`config.mk`:
```
export PLATFORM = sky130hd
export DESIGN_NAME = dvs_event_fifo_server
export DESIGN_NICKNAME = d
export VERILOG_FILES = /design/src/rtl/dvs_ravens_pkg.sv /design/src/rtl/dvs_event_ram.sv /design/src/rtl/dvs_event_fifo_server.sv
export SDC_FILE = /design/constraint.sdc
export NUM_CORES = 1
export LEC_CHECK = 0
export ABC_AREA = 1
export ABC_CLOCK_PERIOD_IN_PS = 7700
export CAP_MARGIN = 20
export CORE_MARGIN = 1.5
export CORE_UTILIZATION = 25
export CTS_CLUSTER_DIAMETER = 50
export DETAILED_ROUTE_END_ITERATION = 12
export GPL_ROUTABILITY_DRIVEN = 0
export SYNTH_ARGS = -nofsm -noshare
export SYNTH_HDL_FRONTEND = slang
export SYNTH_SLANG_ARGS = --single-unit
```
`constraint.sdc`:
```
create_clock -name clk -period 7.7 [get_ports clk]
set_input_delay 0.77 -clock clk [delete_from_list [all_inputs] [get_ports clk]]
set_output_delay 0.77 -clock clk [all_outputs]
set_load 0.01 [all_outputs]
```
`src/rtl/dvs_ravens_pkg.sv`:
```
// rtl/dvs_ravens_pkg.sv - shared DVS/RAVENS event widths and grant FSM state type
package dvs_ravens_pkg;

  localparam int EVENT_BITS        = 48;
  localparam int TIMESTAMP_US_BITS = 32;
  localparam int DVS_ADDR_BITS     = EVENT_BITS - TIMESTAMP_US_BITS;

  typedef enum logic [1:0] {
    GS_IDLE,
    GS_GRANT,
    GS_WAIT_RD,
    GS_HOLD
  } grant_state_e;

endpackage

```
`src/rtl/dvs_event_ram.sv`:
```
// rtl/dvs_event_ram.sv - event storage array, synchronous write, combinational read
module dvs_event_ram
  import dvs_ravens_pkg::*;
#(
  parameter int DEPTH = 16,
  parameter int AW    = $clog2(DEPTH)
) (
  input  logic                  clk,
  input  logic                  we,
  input  logic [AW-1:0]         waddr,
  input  logic [EVENT_BITS-1:0] wdata,
  input  logic [AW-1:0]         raddr,
  output logic [EVENT_BITS-1:0] rdata
);

  // Contents are deliberately not reset; occupancy alone defines what is valid.
  logic [EVENT_BITS-1:0] mem [DEPTH];

  always_ff @(posedge clk) begin
    if (we) mem[waddr] <= wdata;
  end

  assign rdata = mem[raddr];

endmodule

```
`src/rtl/dvs_event_fifo_server.sv`:
```
// rtl/dvs_event_fifo_server.sv - timestamping DVS event FIFO serving the RAVENS reader via req/grant/rd_en
module dvs_event_fifo_server
  import dvs_ravens_pkg::*;
#(
  parameter int DEPTH         = 16,
  parameter int GRANT_TIMEOUT = 4
) (
  input  logic                         clk,
  input  logic                         rst,
  input  logic                         in_valid,
  input  logic [DVS_ADDR_BITS-1:0]     in_addr,
  input  logic [TIMESTAMP_US_BITS-1:0] time_us,
  output logic                         in_ready,
  input  logic                         fifo_req,
  input  logic                         fifo_rd_en,
  output logic                         fifo_grant,
  output logic [EVENT_BITS-1:0]        fifo_event,
  output logic [$clog2(DEPTH):0]       occupancy,
  output logic [15:0]                  drop_count
);

  localparam int AW = $clog2(DEPTH);
  localparam int TW = $clog2(GRANT_TIMEOUT + 1);
  localparam logic [AW:0]   FULL_LVL = (AW+1)'(DEPTH);
  localparam logic [TW-1:0] TO_LAST  = TW'(GRANT_TIMEOUT - 1);

  grant_state_e          state, next_state;
  logic [AW-1:0]         wr_ptr, rd_ptr;
  logic [TW-1:0]         wait_cnt;
  logic                  push, pop, drop;
  logic [EVENT_BITS-1:0] rd_data;

  assign in_ready = (occupancy != FULL_LVL);
  assign push     = in_valid && in_ready;
  // Full is judged on registered occupancy, so a same-edge pop never rescues an event.
  assign drop     = in_valid && !in_ready;

  dvs_event_ram #(
    .DEPTH (DEPTH),
    .AW    (AW)
  ) u_ram (
    .clk   (clk),
    .we    (push),
    .waddr (wr_ptr),
    .wdata ({in_addr, time_us}),
    .raddr (rd_ptr),
    .rdata (rd_data)
  );

  always_ff @(posedge clk or posedge rst) begin
    if (rst) state <= GS_IDLE;
    else     state <= next_state;
  end

  always_comb begin
    next_state = state;
    fifo_grant = 1'b0;
    pop        = 1'b0;
    case (state)
      GS_IDLE: begin
        if (fifo_req && occupancy != '0) next_state = GS_GRANT;
      end
      GS_GRANT: begin
        fifo_grant = 1'b1;
        next_state = GS_WAIT_RD;
      end
      GS_WAIT_RD: begin
        if (fifo_rd_en) begin
          pop        = 1'b1;
          next_state = GS_HOLD;
        end else if (wait_cnt == TO_LAST) begin
          next_state = GS_IDLE;
        end
      end
      GS_HOLD: next_state = GS_IDLE;
      default: next_state = GS_IDLE;
    endcase
  end

  // Counts cycles spent in WAIT_RD; cleared whenever the FSM is elsewhere.
  always_ff @(posedge clk or posedge rst) begin
    if (rst)                      wait_cnt <= '0;
    else if (state != GS_WAIT_RD) wait_cnt <= '0;
    else                          wait_cnt <= wait_cnt + TW'(1);
  end

  always_ff @(posedge clk or posedge rst) begin
    if (rst) begin
      wr_ptr     <= '0;
      rd_ptr     <= '0;
      occupancy  <= '0;
      fifo_event <= '0;
    end else begin
      if (push) wr_ptr <= wr_ptr + AW'(1);
      if (pop) begin
        rd_ptr     <= rd_ptr + AW'(1);
        fifo_event <= rd_data;
      end
      case ({push, pop})
        2'b10:   occupancy <= occupancy + (AW+1)'(1);
        2'b01:   occupancy <= occupancy - (AW+1)'(1);
        default: occupancy <= occupancy;
      endcase
    end
  end

  always_ff @(posedge clk or posedge rst) begin
    if (rst)                              drop_count <= '0;
    else if (drop && drop_count != 16'hFFFF) drop_count <= drop_count + 16'd1;
  end

endmodule
```
==> images/m1.png <==
Scale bar: 100 microns.
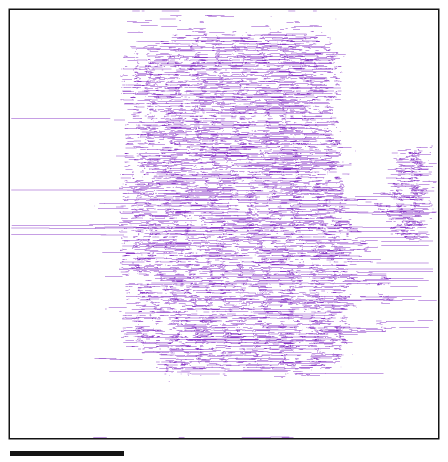
share of all routed wire: 43%
wire length on this layer: 39.5 mm
nets with wire on the layer: 2861
main direction: horizontal
longest straight run: 105 microns
GR Layer Usage met1: 0.169
Vias: 21954

==> images/m2.png <==
Scale bar: 100 microns. Cells faint in the background.
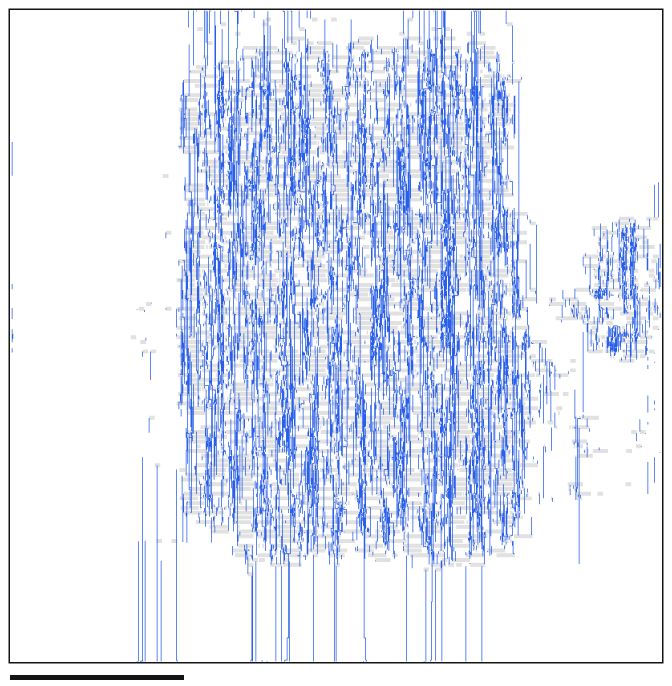
longest straight run: 117 microns
nets with wire on the layer: 2106
wirelength, routed: 90.9 mm
grt met2 use: 0.203

==> images/m3.png <==
Scale bar: 100 microns. Cells faint in the background.
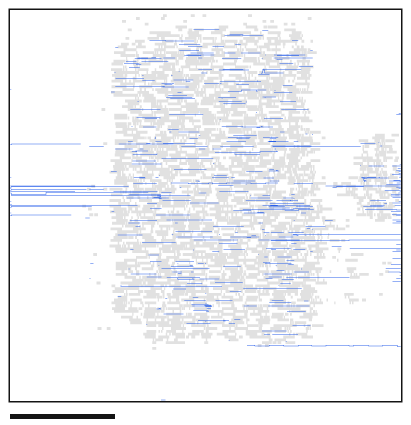
share of all routed wire: 7.2%
longest straight run: 171 microns
nets with wire on the layer: 178
grt met3 use: 0.0250

==> images/m4.png <==
Scale bar: 100 microns.
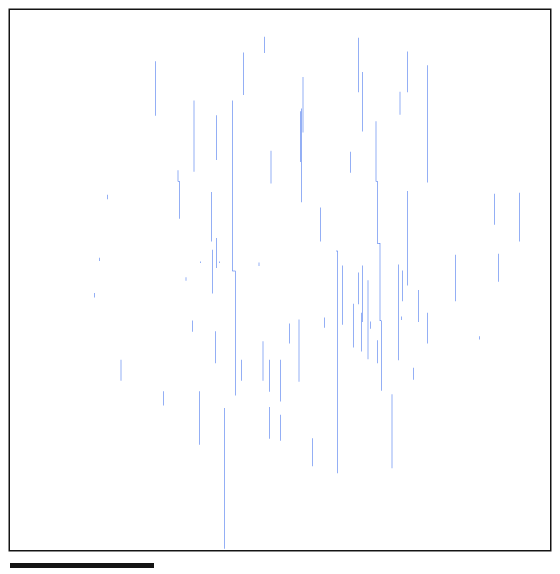
main direction: vertical
share of all routed wire: 2.5%
wire length on this layer: 2240 microns
longest straight run: 154 microns

==> images/congestion_map.png <==
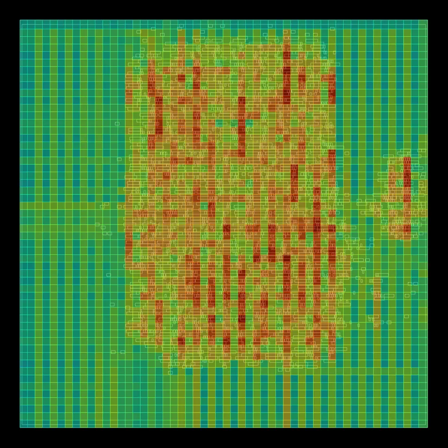
GRT Resource Usage Total: 0.127
wire length per cell: 18.5 microns
GRT busiest layer: met2
Finished Core Util: 0.298

==> reports/summary.txt <==
DRC: 0
Overall power: 15000 uW
Buffers on Ports: 123
Count leader, synth: nand2_1
CP required: 8.24 ns
Syn_area_per_cell: 11.6 sq um
Synth flops: 850
Fmax: 263 MHz
Launch point of the critical path: rd_ptr[0]
Log Warnings: 37
Worst Tran Pin Value: 1.13 ns
DR pass1 iterations: 5
CTS sink count: 850
Sequential Power Share: 0.396
Vias in the first global route: 20818
Layout Cells excl Fill: 4916
Largest net degree at the start of global routing: 219
Root Driver: clkbuf_16
Cell Type Count: 31
Yosys top cell by area: edfxtp_1
Detailed placer's ending HPWL: 44.0 mm
Final ANT Viol Nets: 0
WHS Endpoint: wait_cnt[0]
Fin nets: 3114
CTS resizes: 0
Setup_tns: 0 ns
Post-Synthesis Cells: 2960
Pre-CTS WS: 3.67 ns
Fill cell count: 13652
Final hold vios: 0
RR Startpoint: rd_ptr[0]
Crit path to: fifo_event[7]
FP Util: 0.253
Sequential power: 5920 uW
Yosys cell count: 2960
Hold_buf cts: 0
Die height: 374 microns
Grt ovf: 0
YS chip area: 0.0344 sq mm
Share of cells above drive strength 1: 0.0712
Die X-Extent: 374 microns
Terminus of the critical flop-to-flop path: fifo_event[7]
Crit Path Class: flip-flop to flip-flop
Power Clock: 4510 uW
Rel. slew slack: 0.246
Core Footprint: 0.136 sq mm
Max_cap viols: 0
Worst EP arrival: 4.34 ns
IO Count: 124
Synthesized area: 0.0344 sq mm
Clk latency late pin: 0.66 ns
Sw power: 5370 uW
Min Tclk post-route: 3.80 ns
Site Rows: 135
Setup bufs post-CTS: 0
Async SR Flop Fraction: 0.0965
CP endpoint kind: flip-flop
Vias/cell: 4.47
Top cells by area: edfxtp_1, nand2_1, nand3_1, dfrtp_1, buf_2
Tcrit/Tclk final: 0.493
CP Launch Type: flip-flop
Syn_nets: 3025
CTS buffer count: 94
Synth cell count leaders: nand2_1, edfxtp_1, nand3_1
P_int: 9600 uW
Crit Path Max Fanout: 193
Combinational share of power: 0.303
CTS H-Tree Depth: 3
CTS Buffer Depth: 3
Outcome: complete, no violations
Cell area after layout: 0.0405 sq mm
## placed cells by master, fill, tap and decap left out, types with 13 or more instances in the layout
cell,netlist,layout
clkbuf_1,26,16
clkinv_2,0,21
edfxtp_1,768,768
inv_1,34,32
clkbuf_16,0,97
nor2_4,0,15
nand3_1,529,529
dfrtp_1,82,78
nand2_1,1238,1237
clkdlybuf4s50_1,0,123
a21oi_1,41,41
nor2_1,35,20
xor2_1,13,13
buf_4,16,30
o21ai_0,13,13
## per-layer routing
layer	GRT usage	vias up	routed length, microns
met1	0.169	10682	39500
met4	0.0457	18	2240
met2	0.203	704	42500
li1	-	10389	-
met5	0	-	98
met3	0.0250	161	6550
## flip-flops by register name, indices dropped and copies added (netlist names)
| name | count |
|---|---|
| u_ram.mem | 768 |
| fifo_event | 48 |
| drop_count | 16 |
| occupancy | 5 |
| rd_ptr | 4 |
| wr_ptr | 4 |
| wait_cnt | 3 |
| state | 2 |
## cell type report
cell class              instances  area (sq um)  area share
flip-flops and latches        850         25100       0.620
multi-input cells            1906          8280       0.204
clock buffers                 119          2570      0.0634
well taps                    1781          2230      0.0550
repair buffers                157          1550      0.0383
clock inverters                58           569      0.0141
inverters                      40           175     0.00432
diodes                          5          12.5    0.000309
## cell families after synthesis
family,synth area share
buffers and inverters,0.0332
and+or+nand+nor,0.219
xor gates and xnor gates,0.00535
adders and majority gates,0.00436
AOI/OAI and AO/OA,0.00847
DFF,0.730
## worst max-delay path, stage by stage, from the launching register on
cell	delay (ns)
dfrtp_4	1.04
clkinv_8	0.80
buf_4	0.53
buf_16	0.26
nand2_1	0.13
nand3_1	0.07
nand3_1	0.12
nand2_1	0.09
nand2_1	0.06
nand2_1	0.10
nand2_1	0.10
nand2_1	0.06
No activity file was given, so power comes from the tool's default toggle rates.
